==> config.mk <==
export PLATFORM = sky130hd
export DESIGN_NAME = cv32e40p_obi_mem_arbiter
export DESIGN_NICKNAME = d
export VERILOG_FILES = /design/src/rtl/cv32e40p_obi_mem_arbiter.sv
export SDC_FILE = /design/constraint.sdc
export NUM_CORES = 1
export LEC_CHECK = 0
export CAP_MARGIN = 20
export CORE_AREA = 2 2 95 97
export DETAILED_ROUTE_END_ITERATION = 8
export DIE_AREA = 0 0 97 99
export PLACE_DENSITY = 0.77
export SLEW_MARGIN = 20
export SYNTH_ARGS = -nofsm -noshare
export SYNTH_HDL_FRONTEND = slang
export SYNTH_SLANG_ARGS = --single-unit
==> constraint.sdc <==
create_clock -name clk_i -period 1.8 [get_ports clk_i]
set_input_delay 0.45 -clock clk_i [delete_from_list [all_inputs] [get_ports clk_i]]
set_output_delay 0.45 -clock clk_i [all_outputs]
set_load 0.02 [all_outputs]
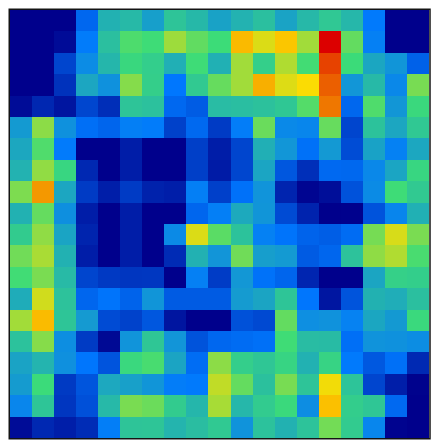
(run_1/wire_density.png)
19 x 20 tiles, from dark blue (low) to red (high), scaled to the fullest tile. Values are wire area over tile area, all layers added.
The mean over all tiles is 0.14. 17% of the tiles are over half the peak. The fullest tile reaches 0.45. 11% of the tiles are nearly empty.
post-DR wirelength/cell: 16.1 µm
total wire length: 8.76 mm
vias post-DR: 2325
Tot GR Track Use: 14.6%

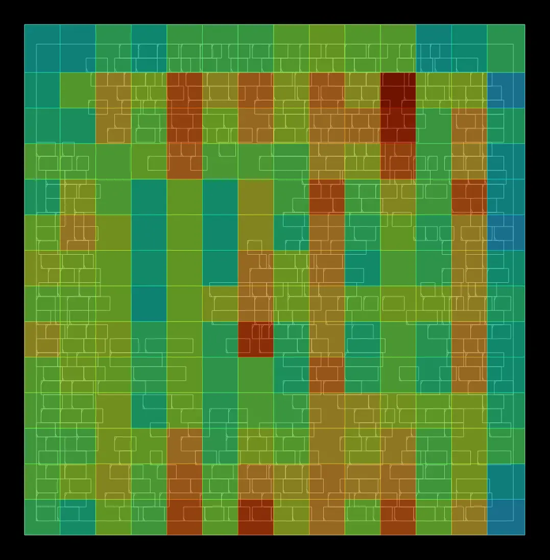
(run_1/final_congestion.png)
busiest grt layer: met2
global-route track usage on met3: 2.77%
Util after Layout: 54.6%
GRT met1 Usage: 17.1%

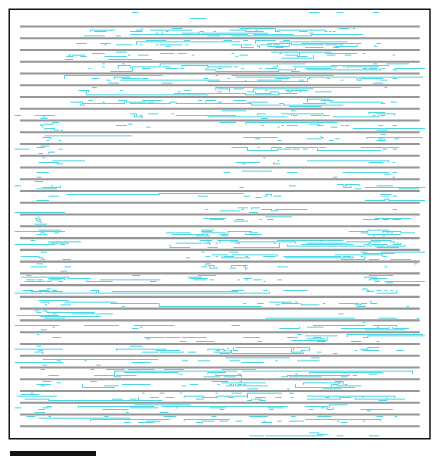
(run_1/met1.png)
Bar = 20 µm. Supply wires on this layer in grey.
The longest straight run is 39.6 µm. 441 nets have wire on it. The layer carries 3400 µm of wire.

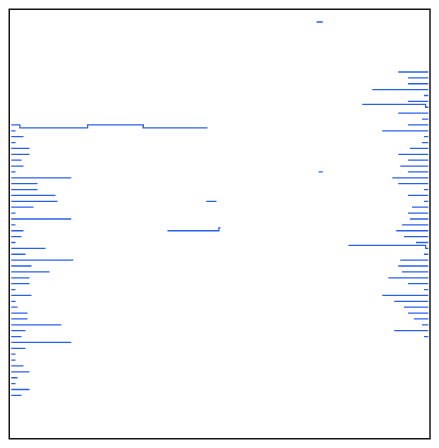
(run_1/met3.png)
The longest straight run is 17.7 µm. The layer holds 5.7% of the routed length.

==> metrics.json <==
{
  "fmax": {"value": 498, "unit": "MHz"},
  "cts-root-buf": {"value": "sky130_fd_sc_hd__clkbuf_8"},
  "slew_violations": {"value": 0},
  "largest_reg_flops": {"value": 3},
  "grt_start_max_net_pins": {"value": 35},
  "critical-path-top-cell-by-count": {"value": "sky130_fd_sc_hd__buf_12"},
  "failed_checks": {"value": "setup timing"},
  "core_util_floorplan": {"value": 13.9, "unit": "%"},
  "gpl.final_weighted_congestion": {"value": 0.835},
  "cell_int_power": {"value": 0.000810, "unit": "W"},
  "worst_path_dominant_cell_family": {"value": "buffers and inverters"},
  "hold_depth": {"value": 2},
  "cts.clk_slew.worst_paths": {"value": 0.04, "unit": "ns"},
  "post_synth_inst_count": {"value": 169},
  "yosysWarnings": {"value": 0},
  "die_footprint": {"value": 0.00960, "unit": "mm²"},
  "period_used_share": {"value": 111, "unit": "%"},
  "holdCritPathClass": {"value": "reg2reg"},
  "hpwlAfterDp": {"value": 5.62, "unit": "mm"},
  "synth.yosys.num_cells": {"value": 169},
  "port_buffers": {"value": 232},
  "cts-hold-fix-buffers": {"value": 0},
  "post_route_cells_drive_above_1_share": {"value": 63.8, "unit": "%"},
  "postSynthSeqShare": {"value": 8.39, "unit": "%"},
  "critical-path-max-stage-delay": {"value": 0.32, "unit": "ns"},
  "grt_pass1_wl": {"value": 11.5, "unit": "mm"},
  "die-height": {"value": 99, "unit": "µm"},
  "grt_antenna_before_repair": {"value": 0},
  "maximum_buffer_depth_of_the_clock_tree": {"value": 2},
  "top_level_ports": {"value": 247},
  "kind_of_launch_point_of_the_worst_setup_path": {"value": "flip-flop"},
  "warning_count": {"value": 44},
  "timing.critical_path.buf_inv": {"value": 4},
  "max_cap_violations": {"value": 0},
  "switchingPower": {"value": 0.000387, "unit": "W"},
  "layout_top_cells_excl_fill_tap": {"value": "sky130_fd_sc_hd__buf_6, sky130_fd_sc_hd__clkdlybuf4s50_1, sky130_fd_sc_hd__and2_4"},
  "design.core.area": {"value": 0.00855, "unit": "mm²"},
  "worstPathArrival": {"value": 1.56, "unit": "ns"},
  "grt_remaining_overflow": {"value": 0},
  "drtPass1Iterations": {"value": 4},
  "worstSetupPathType": {"value": "reg2out"},
  "synthesis_stage_register_bit_count": {"value": 5},
  "finalNetCount": {"value": 562},
  "final.setup_skew": {"value": 0.00161, "unit": "ns"},
  "total_number_of_h_tree_levels": {"value": 1},
  "die_x": {"value": 97, "unit": "µm"},
  "final_antenna_net_count": {"value": 0},
  "fin_ws": {"value": -0.207, "unit": "ns"},
  "layout-area-overhead-vs-synth": {"value": 291, "unit": "%"},
  "tightestPinTransition": {"value": 0.235, "unit": "ns"},
  "final_hold_fails": {"value": 0},
  "r2r_setup_slack": {"value": 0.45, "unit": "ns"},
  "tritoncts.num_buffers": {"value": 3},
  "power_density": {"value": 257, "unit": "mW/mm²"},
  "power.share.clock": {"value": 17.3, "unit": "%"},
  "post-route-drc-count": {"value": 0},
  "grt_setup_unrepaired": {"value": "yes"},
  "number_of_global_route_vias_before_repair": {"value": 2225},
  "synth.net_count": {"value": 294},
  "tritoncts_clock_tree": {"value": "done"},
  "synth_area_per_cell": {"value": 7.06, "unit": "µm²"},
  "path_depth": {"value": 8},
  "outcome": {"value": "finished with violations"},
  "fin_crit": {"value": 2.01, "unit": "ns"},
  "sw_frac_of_total": {"value": 32.3, "unit": "%"},
  "final.hold.worst_slack": {"value": 0.519, "unit": "ns"},
  "slew_headroom": {"value": 84.3, "unit": "%"},
  "crit_path_top_delay_cell": {"value": "sky130_fd_sc_hd__dfxtp_2"},
  "synth.distinct_cells": {"value": 23},
  "end_kind": {"value": "output port"},
  "ff2ff_path_depth": {"value": 7},
  "cts.sinks": {"value": 5},
  "chip_area_in_the_yosys_report": {"value": 0.00119, "unit": "mm²"},
  "vias_per_cell": {"value": 4.27},
  "detail_route.iter0.violations": {"value": 41},
  "comb_power_share": {"value": 72.7, "unit": "%"},
  "fp-row-count": {"value": 34},
  "clk-insertion-delay-late": {"value": 0.22, "unit": "ns"},
  "peakVddDrop": {"value": 151, "unit": "µV"},
  "setup-violations-final": {"value": 75},
  "synthesis.area": {"value": 0.00119, "unit": "mm²"},
  "antennaDiodeCount": {"value": 0},
  "crit_fanout": {"value": 5},
  "sequence_of_cells_on_the_critical_path": {"value": "inv_2 -> ha_4 -> nand2_4 -> a21oi_4 -> buf_12 -> buf_12 -> a22o_1 -> buf_6"},
  "place_ws": {"value": -0.998, "unit": "ns"},
  "worst-endpoint-required": {"value": 1.35, "unit": "ns"},
  "power.leakage": {"value": 2.19, "unit": "nW"},
  "share_seq_of_total_power": {"value": 9.9, "unit": "%"}
}
==> run 1: repair_timing <==
action                     in CTS  in global routing
pin swaps                      14                 51
buffers inserted               14                  9
setup endpoints to repair     124                115
cloned                          9                  9
resized                       617                213
==> run 1: cell families (layout without fill, tap and decap cells) <==
group | count (synthesis) | after routing | synth area share (%)
and+or+nand+nor | 116 | 119 | 61.3
AOI/OAI and AO/OA | 25 | 25 | 17.5
buffers and inverters | 20 | 284 | 9.86
DFF | 5 | 5 | 8.39
adders and majority gates | 2 | 2 | 2.10
muxes | 1 | 1 | 0.839
==> run 1: metrics by stage <==
step | TNS, ns | cell area [µm²] | total power [W] | cells
floorplan | -0.976 | 1290 | 0.000387 | 169
global placement | -106.71 | 3750 | 0.000815 | 504
detailed placement | -111.11 | 3750 | 0.000827 | 504
CTS | -4.52 | 3850 | 0.00109 | 531
global route | -12.05 | 4670 | 0.00125 | 544
finish | -7.80 | 4670 | 0.00120 | 544
==> run 1: synthesized netlist by cell type <==
master / number / area (µm²)
sky130_fd_sc_hd__and4_1: 1 / 8.76
sky130_fd_sc_hd__a22o_1: 18 / 158
sky130_fd_sc_hd__buf_8: 1 / 15.0
sky130_fd_sc_hd__nor3b_1: 1 / 7.51
sky130_fd_sc_hd__nor2_1: 4 / 15.0
sky130_fd_sc_hd__nand3_2: 1 / 10.0
sky130_fd_sc_hd__buf_2: 1 / 5.00
sky130_fd_sc_hd__and2_1: 65 / 407
sky130_fd_sc_hd__a21oi_1: 5 / 25.0
sky130_fd_sc_hd__a21bo_2: 1 / 10.0
sky130_fd_sc_hd__ha_1: 2 / 25.0
sky130_fd_sc_hd__and3_1: 33 / 206
sky130_fd_sc_hd__dfxtp_1: 5 / 100
sky130_fd_sc_hd__buf_6: 4 / 45.0
sky130_fd_sc_hd__clkbuf_1: 12 / 45.0
sky130_fd_sc_hd__mux2i_1: 1 / 10.0
sky130_fd_sc_hd__nor3b_2: 2 / 25.0
sky130_fd_sc_hd__a21oi_4: 1 / 16.3
sky130_fd_sc_hd__nor2b_4: 1 / 13.8
sky130_fd_sc_hd__and2_4: 1 / 8.76
sky130_fd_sc_hd__nand2_1: 6 / 22.5
sky130_fd_sc_hd__nand2b_1: 1 / 6.26
sky130_fd_sc_hd__inv_1: 2 / 7.51
==> run 1: power groups by stage <==
stage / clock network (W) / registers (W) / logic [W]
2_1_floorplan: 0 / 0.000118 / 0.000269
3_3_place_gp: 0 / 0.000118 / 0.000697
3_5_place_dp: 0 / 0.000118 / 0.000708
4_1_cts: 0.000214 / 0.000118 / 0.000759
5_1_grt: 0.000217 / 0.000119 / 0.000913
6_report: 0.000208 / 0.000119 / 0.000871
==> run 1: final cells by class <==
| type | instances | area, µm² |
|---|---|---|
| multi-input cells | 147 | 1390 |
| flip-flops and latches | 5 | 105 |
| clock buffers | 4 | 45.0 |
| inverters | 2 | 7.51 |
| repair buffers | 278 | 2980 |
| fillers | 769 | 3880 |
| well taps | 108 | 135 |
==> run 1: routing by layer <==
metal  up-vias  part of all wire [%]  global-route usage, %
li1       1121                     -                      -
met1      1103                    39                   17.1
met2        97                    55                   28.2
met3         4                   5.7                   2.77
met4         0                  0.58                   2.17
met5         -                     0                      0
Power is estimated from default activity; no workload was simulated.
